===== src/rtl/md_cart_bridge.sv =====
// md_cart_bridge: turns cartridge-bus strobes into req/ack memory cycles with a one-word read cache,
// a TIME-window SRAM enable and an access timeout.
module md_cart_bridge #(
  parameter logic [22:0] ROM_MASK   = 23'h7FFFFF,
  parameter logic [22:0] SRAM_BASE  = 23'h100000,
  parameter int          SRAM_WORDS = 32768,
  parameter int          TIMEOUT    = 255
) (
  input  logic        MCLK2,
  input  logic        ext_reset,
  input  logic [22:0] cart_address,
  input  logic        cart_cs,
  input  logic        cart_oe,
  input  logic        cart_uwr,
  input  logic        cart_lwr,
  input  logic        cart_time,
  input  logic [15:0] cart_data_wr,
  output logic [15:0] cart_data,
  output logic        cart_data_en,
  output logic [22:0] mem_addr,
  output logic        mem_sram,
  output logic        mem_rd,
  output logic        mem_wr,
  output logic [1:0]  mem_be,
  output logic [15:0] mem_wdata,
  input  logic [15:0] mem_rdata,
  input  logic        mem_ack,
  output logic        sram_en,
  output logic        err
);
  typedef enum logic [2:0] {IDLE, RD_REQ, WR_REQ, HOLD, WAIT_REL} state_t;
  localparam int CW = $clog2(TIMEOUT + 1);
  localparam logic [23:0] SRAM_END = {1'b0, SRAM_BASE} + 24'(SRAM_WORDS);
  state_t state, state_d;
  logic [CW-1:0] cnt, cnt_d;
  logic [22:0] mem_addr_d, cache_addr, cache_addr_d, map_addr;
  logic [15:0] cart_data_d, mem_wdata_d, cache_data, cache_data_d;
  logic [1:0] mem_be_d;
  logic cart_data_en_d, mem_sram_d, mem_rd_d, mem_wr_d, sram_en_d, err_d;
  logic cache_valid, cache_valid_d, cache_sram, cache_sram_d;
  logic rd, wr, tw, hit, cache_hit, timeout;
  assign rd = cart_cs & cart_oe;
  assign wr = cart_cs & (cart_uwr | cart_lwr);
  assign tw = cart_time & cart_lwr;
  assign hit = sram_en && cart_address >= SRAM_BASE && {1'b0, cart_address} < SRAM_END;
  assign map_addr = hit ? cart_address - SRAM_BASE : cart_address & ROM_MASK;
  assign cache_hit = cache_valid && cache_addr == map_addr && cache_sram == hit;
  assign timeout = cnt == CW'(TIMEOUT - 1);
  always_comb begin
    state_d = state;
    cnt_d = '0;
    cart_data_d = cart_data;
    cart_data_en_d = cart_data_en;
    mem_addr_d = mem_addr;
    mem_sram_d = mem_sram;
    mem_rd_d = mem_rd;
    mem_wr_d = mem_wr;
    mem_be_d = mem_be;
    mem_wdata_d = mem_wdata;
    sram_en_d = sram_en;
    err_d = err;
    cache_valid_d = cache_valid;
    cache_addr_d = cache_addr;
    cache_sram_d = cache_sram;
    cache_data_d = cache_data;
    case (state)
      IDLE:
        if (tw) begin
          sram_en_d = cart_data_wr[0];
          state_d = WAIT_REL;
        end else if (wr) begin
          state_d = hit ? WR_REQ : WAIT_REL;
          if (hit) begin
            mem_wr_d = 1'b1;
            mem_be_d = {cart_uwr, cart_lwr};
            mem_addr_d = map_addr;
            mem_sram_d = 1'b1;
            mem_wdata_d = cart_data_wr;
            cache_valid_d = 1'b0;
          end
        end else if (rd) begin
          state_d = cache_hit ? HOLD : RD_REQ;
          if (cache_hit) begin
            cart_data_d = cache_data;
            cart_data_en_d = 1'b1;
          end else begin
            mem_rd_d = 1'b1;
            mem_addr_d = map_addr;
            mem_sram_d = hit;
          end
        end
      RD_REQ:
        if (mem_ack || timeout) begin
          mem_rd_d = 1'b0;
          cart_data_d = mem_ack ? mem_rdata : 16'hFFFF;
          cart_data_en_d = rd;
          err_d = err | ~mem_ack;
          state_d = rd ? HOLD : IDLE;
          if (mem_ack) begin
            cache_valid_d = 1'b1;
            cache_addr_d = mem_addr;
            cache_sram_d = mem_sram;
            cache_data_d = mem_rdata;
          end
        end else cnt_d = cnt + 1'b1;
      WR_REQ:
        if (mem_ack || timeout) begin
          mem_wr_d = 1'b0;
          err_d = err | ~mem_ack;
          state_d = WAIT_REL;
        end else cnt_d = cnt + 1'b1;
      HOLD:
        if (!rd) begin
          cart_data_en_d = 1'b0;
          state_d = IDLE;
        end
      WAIT_REL: state_d = (cart_cs | cart_uwr | cart_lwr | cart_time) ? WAIT_REL : IDLE;
      default: state_d = IDLE;
    endcase
  end
  always_ff @(posedge MCLK2 or posedge ext_reset)
    if (ext_reset) begin
      state <= IDLE;
      cnt <= '0;
      cart_data <= '0;
      cart_data_en <= 1'b0;
      mem_addr <= '0;
      mem_sram <= 1'b0;
      mem_rd <= 1'b0;
      mem_wr <= 1'b0;
      mem_be <= '0;
      mem_wdata <= '0;
      sram_en <= 1'b0;
      err <= 1'b0;
      cache_valid <= 1'b0;
      cache_addr <= '0;
      cache_sram <= 1'b0;
      cache_data <= '0;
    end else begin
      state <= state_d;
      cnt <= cnt_d;
      cart_data <= cart_data_d;
      cart_data_en <= cart_data_en_d;
      mem_addr <= mem_addr_d;
      mem_sram <= mem_sram_d;
      mem_rd <= mem_rd_d;
      mem_wr <= mem_wr_d;
      mem_be <= mem_be_d;
      mem_wdata <= mem_wdata_d;
      sram_en <= sram_en_d;
      err <= err_d;
      cache_valid <= cache_valid_d;
      cache_addr <= cache_addr_d;
      cache_sram <= cache_sram_d;
      cache_data <= cache_data_d;
    end
endmodule


===== config.mk =====
export PLATFORM = sky130hd
export DESIGN_NAME = md_cart_bridge
export DESIGN_NICKNAME = d
export VERILOG_FILES = /design/src/rtl/md_cart_bridge.sv
export SDC_FILE = /design/constraint.sdc
export NUM_CORES = 1
export LEC_CHECK = 0
export ABC_AREA = 1
export CAP_MARGIN = 10
export CORE_ASPECT_RATIO = 0.8
export CORE_MARGIN = 4
export CORE_UTILIZATION = 55
export CTS_BUF_LIST = sky130_fd_sc_hd__clkbuf_4
export DETAILED_ROUTE_END_ITERATION = 16
export PLACE_DENSITY = 0.95
export SLEW_MARGIN = 10
export SYNTH_ARGS = -nofsm -noshare
export SYNTH_HDL_FRONTEND = slang
export SYNTH_SLANG_ARGS = --single-unit

===== constraint.sdc =====
create_clock -name MCLK2 -period 8.09 [get_ports MCLK2]
set_input_delay 1.2135 -clock MCLK2 [delete_from_list [all_inputs] [get_ports MCLK2]]
set_output_delay 1.2135 -clock MCLK2 [all_outputs]
set_load 0.05 [all_outputs]

==> results_slide.txt <==
Run Summary

Critical path
  • Crit start category: input pin
  • Most frequent CP cell: nand2_1
  • Worst setup path end: mem_addr[20]
  • Buffer and inverter count on the worst path: 3
  • CP Data Required Time: 8.55 ns
  • CP top delay family: simple AND/OR/NAND/NOR gates
  • Worst setup EP type: flip-flop
  • Worst path slowest cell: clkdlybuf4s50_1
  • Reg2reg start: state[0]
  • CP arrival: 3.71 ns
  • Critical path class: in2reg
  • Crit. Startpoint: cart_address[20]
  • Crit-path max FO: 25
  • CP peak stage delay: 0.54 ns
  • R2r setup slk: around 5.3 ns
  • CP cell instances: clkdlybuf4s50_1 > inv_1 > ha_1 > inv_1 > nand3_1 > nand2_1 > nand2_1 > nand2_2 > nor2_4 > nand4_4 > nand2_2 > nand2_1 > nand2_1
  • RR Endpoint: cart_data[9]

Routing
  • DRT antenna net count: 0
  • Met3 WL: approximately 1200 um
  • First-pass DRT Iterations: 5
  • Via/cell ratio: 5.058
  • DR top layer: met4
  • DRT iter0 DRCs: 482
  • Routed wl met2: about 6300 um
  • Routed wire length: between 10,000 and 15,000 um
  • DRC: 0
  • DR WL/cell: around 14 um

Logic synthesis
  • Synth Flop Type: dfrtp_1
  • Compound-Gate Fraction of Synth Area: 7.031%
  • Post-synth cell types: 38
  • Yosys top cell by instances: nand2_1
  • Top comb family, area: simple AND/OR/NAND/NOR gates
  • Synth Area per Inst: 7.641 um2
  • Chip Area, Yosys: 0.005730 mm2
  • Fa+ha+maj area frac: 0.6550%
  • Simple share: 32.86%
  • Synth Cell Area: 0.005730 mm2
  • Synth area leader: dfrtp_1
  • Asr flop ratio synth: 100.0%
  • # Cells Yosys: 750
  • Registers, synthesis: approximately 120
  • Post-synth EDFFs: 0
  • Register area share after synthesis: 50.22%
  • Floorplan Nets: 816
  • Post-synthesis mux area share: 0.1965%
  • Largest type area fraction: 50.22%
  • List of most frequent post-synthesis cells: 241 x nand2_1, 115 x dfrtp_1, 90 x inv_1, 90 x nor2_1, 60 x a21oi_1
  • Post-Syn Instances: 750
  • Xor/xnor share: 0.6114%
  • Warnings, synthesis: 0

Global routing
  • GR peak layer: met2
  • Met2 usage: a little over a third
  • Vias in the first global route: 5,011
  • First-pass GRT wire length: 23,650 um
  • Met3 GRT Util: about 8%
  • Met1 usage: around 34%
  • Largest net degree at the start of global routing: 68
  • Total GRT Usage: 24.47%
  • Total gr overflow: 0

Min path
  • Hold EP: mem_wdata[10]
  • Hold Startpoint: mem_wdata[10]
  • HP Class: reg2reg
  • Hold path depth: 2

Clocking
  • H-Tree Level Count: 4
  • Hold Buf Count CTS: 0
  • Sink Count: 115
  • Worst-path clk slew: 0.10 ns
  • CTS resizes: 0
  • Latency at later pin: 0.53 ns
  • Postcts setup bufs: 0
  • Root Buffer: clkbuf_4
  • Clock tree buffer depth: 2
  • CTS tree: built

Flow run
  • Max-cap violation count: 0
  • Tool warning count: 27

Final timing
  • Setup Skew: 0.02065 ns
  • Final hold slack: 0.4793 ns
  • Final Hold Viols: 0
  • Worst slew pin tran: 0.8292 ns
  • Worst rel slew slack: around 45%
  • RSZ-0062 raised after global routing: false
  • Sum of negative setup slack: 0 ns
  • Final min period: 3.246 ns
  • # setup viols final: 0
  • Final Cycle Share: 40.12%
  • Final WS setup: 4.844 ns
  • Max-slew violation count: 0

Power and ir drop
  • Tot Pwr: 2.606 mW
  • Power Density: 357.6 mW/mm2
  • Peak supply drop: 0.0002073 V

Placement
  • Inst Count DP: 996
  • Pre-CTS setup slack: roughly 4.3 ns
  • Port buffer count: 125
  • Placed Area: 0.007058 mm2
  • Gp weighted congestion: between 0.9 and 1
  • Post-DP HPWL: 9975 um

Floorplanning
  • Chip height: ~100 um
  • Fp util: between 50% and 60%
  • IO Pins: 126
  • Die Size: 0.01213 mm2
  • Num rows: 33

Cells and area
  • Share of post-route cells with drive strength above 1: 8.661%
  • Fin area: 0.007287 mm2
  • Final Util: 71.45%
  • P&R area growth vs syn: 27.16%
  • # diodes: 0
  • NumNets Final: 942

Status
  • Status: finished, final reports clean
-- flip-flops by register name, indices dropped and copies added (netlist names), 2 cells and up --
signal and count:
mem_be 2, mem_wdata 16, state 3, cart_data 16, cache_data 16, cnt 8, mem_addr 23, cache_addr 23
-- placed cells by master (no fill, tap or decap) --
master / synthesis / routed
inv_1: 90 / 89
nor4_1: 1 / 1
dfrtp_1: 115 / 115
clkdlybuf4s50_1: 0 / 125
buf_6: 1 / 1
nand4_4: 1 / 1
nand4_1: 3 / 3
nand3_1: 57 / 57
inv_4: 1 / 2
or2_2: 1 / 1
nand2_1: 241 / 241
nor2_2: 4 / 4
a31oi_1: 1 / 1
o21bai_1: 1 / 1
xnor2_1: 2 / 2
nor2_1: 90 / 90
xor2_1: 2 / 2
nand3b_1: 3 / 3
nand3_4: 1 / 1
a21oi_2: 1 / 1
nand2_2: 17 / 17
o21ai_0: 9 / 9
buf_4: 5 / 3
inv_2: 4 / 4
clkinvlp_4: 0 / 3
nor3_2: 1 / 1
o21a_1: 1 / 1
o21ai_1: 2 / 2
nand3_2: 1 / 1
clkbuf_4: 0 / 20
nor2_4: 5 / 5
ha_1: 3 / 3
mux2_1: 1 / 1
clkinv_2: 0 / 9
o41ai_1: 1 / 1
a21oi_1: 60 / 60
nor3_1: 3 / 3
nand2_4: 3 / 3
and2_1: 1 / 1
o221ai_1: 1 / 1
-- report_power, final --
group          switching (mW)  total, mW  internal (mW)
combinational           0.899       1.34          0.439
sequential              0.136      0.924          0.787
clock                   0.218      0.344          0.126
-- area by class of cell --
type,instances,area [um2],share of cell area (%)
multi-input cells,518,2370,32.52
clock inverters,12,67.56,0.9272
flip-flops and latches,115,2878,39.49
repair buffers,129,1285,17.63
well taps,140,175.2,2.404
inverters,95,361.6,4.962
clock buffers,20,150.1,2.060
**Power grid**

Pins as bars on the die edge.
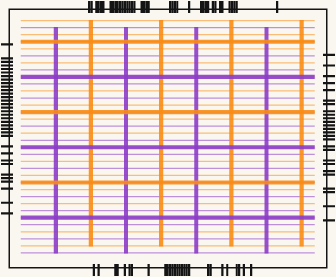
net	color
VSS	purple
VDD	orange
met4 straps	8
met1 rails	34

**Placed cells, one color a class**

Scale bar: 20 um.
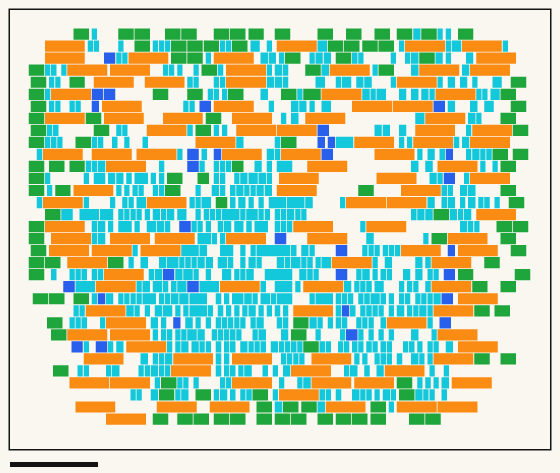
class	color	cells
clock drivers and dummy loads	blue	32
all other logic	cyan	613
other buffers and delay cells	green	129
flip-flops	orange	115

**Clock network drawn from the DEF**

Scale bar: 20 um.
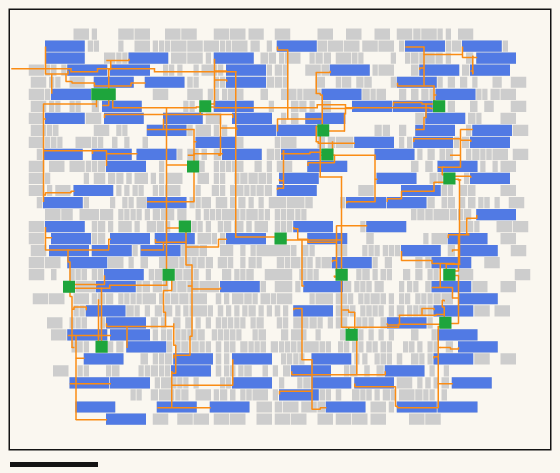
[cells driving clock nets] green | count: 17
[clock wires] orange | length: 1,440 um
[flip-flops] blue | count: 115
routed clock nets	18

Power figures rest on the tool's default switching activity, not on a simulated workload.
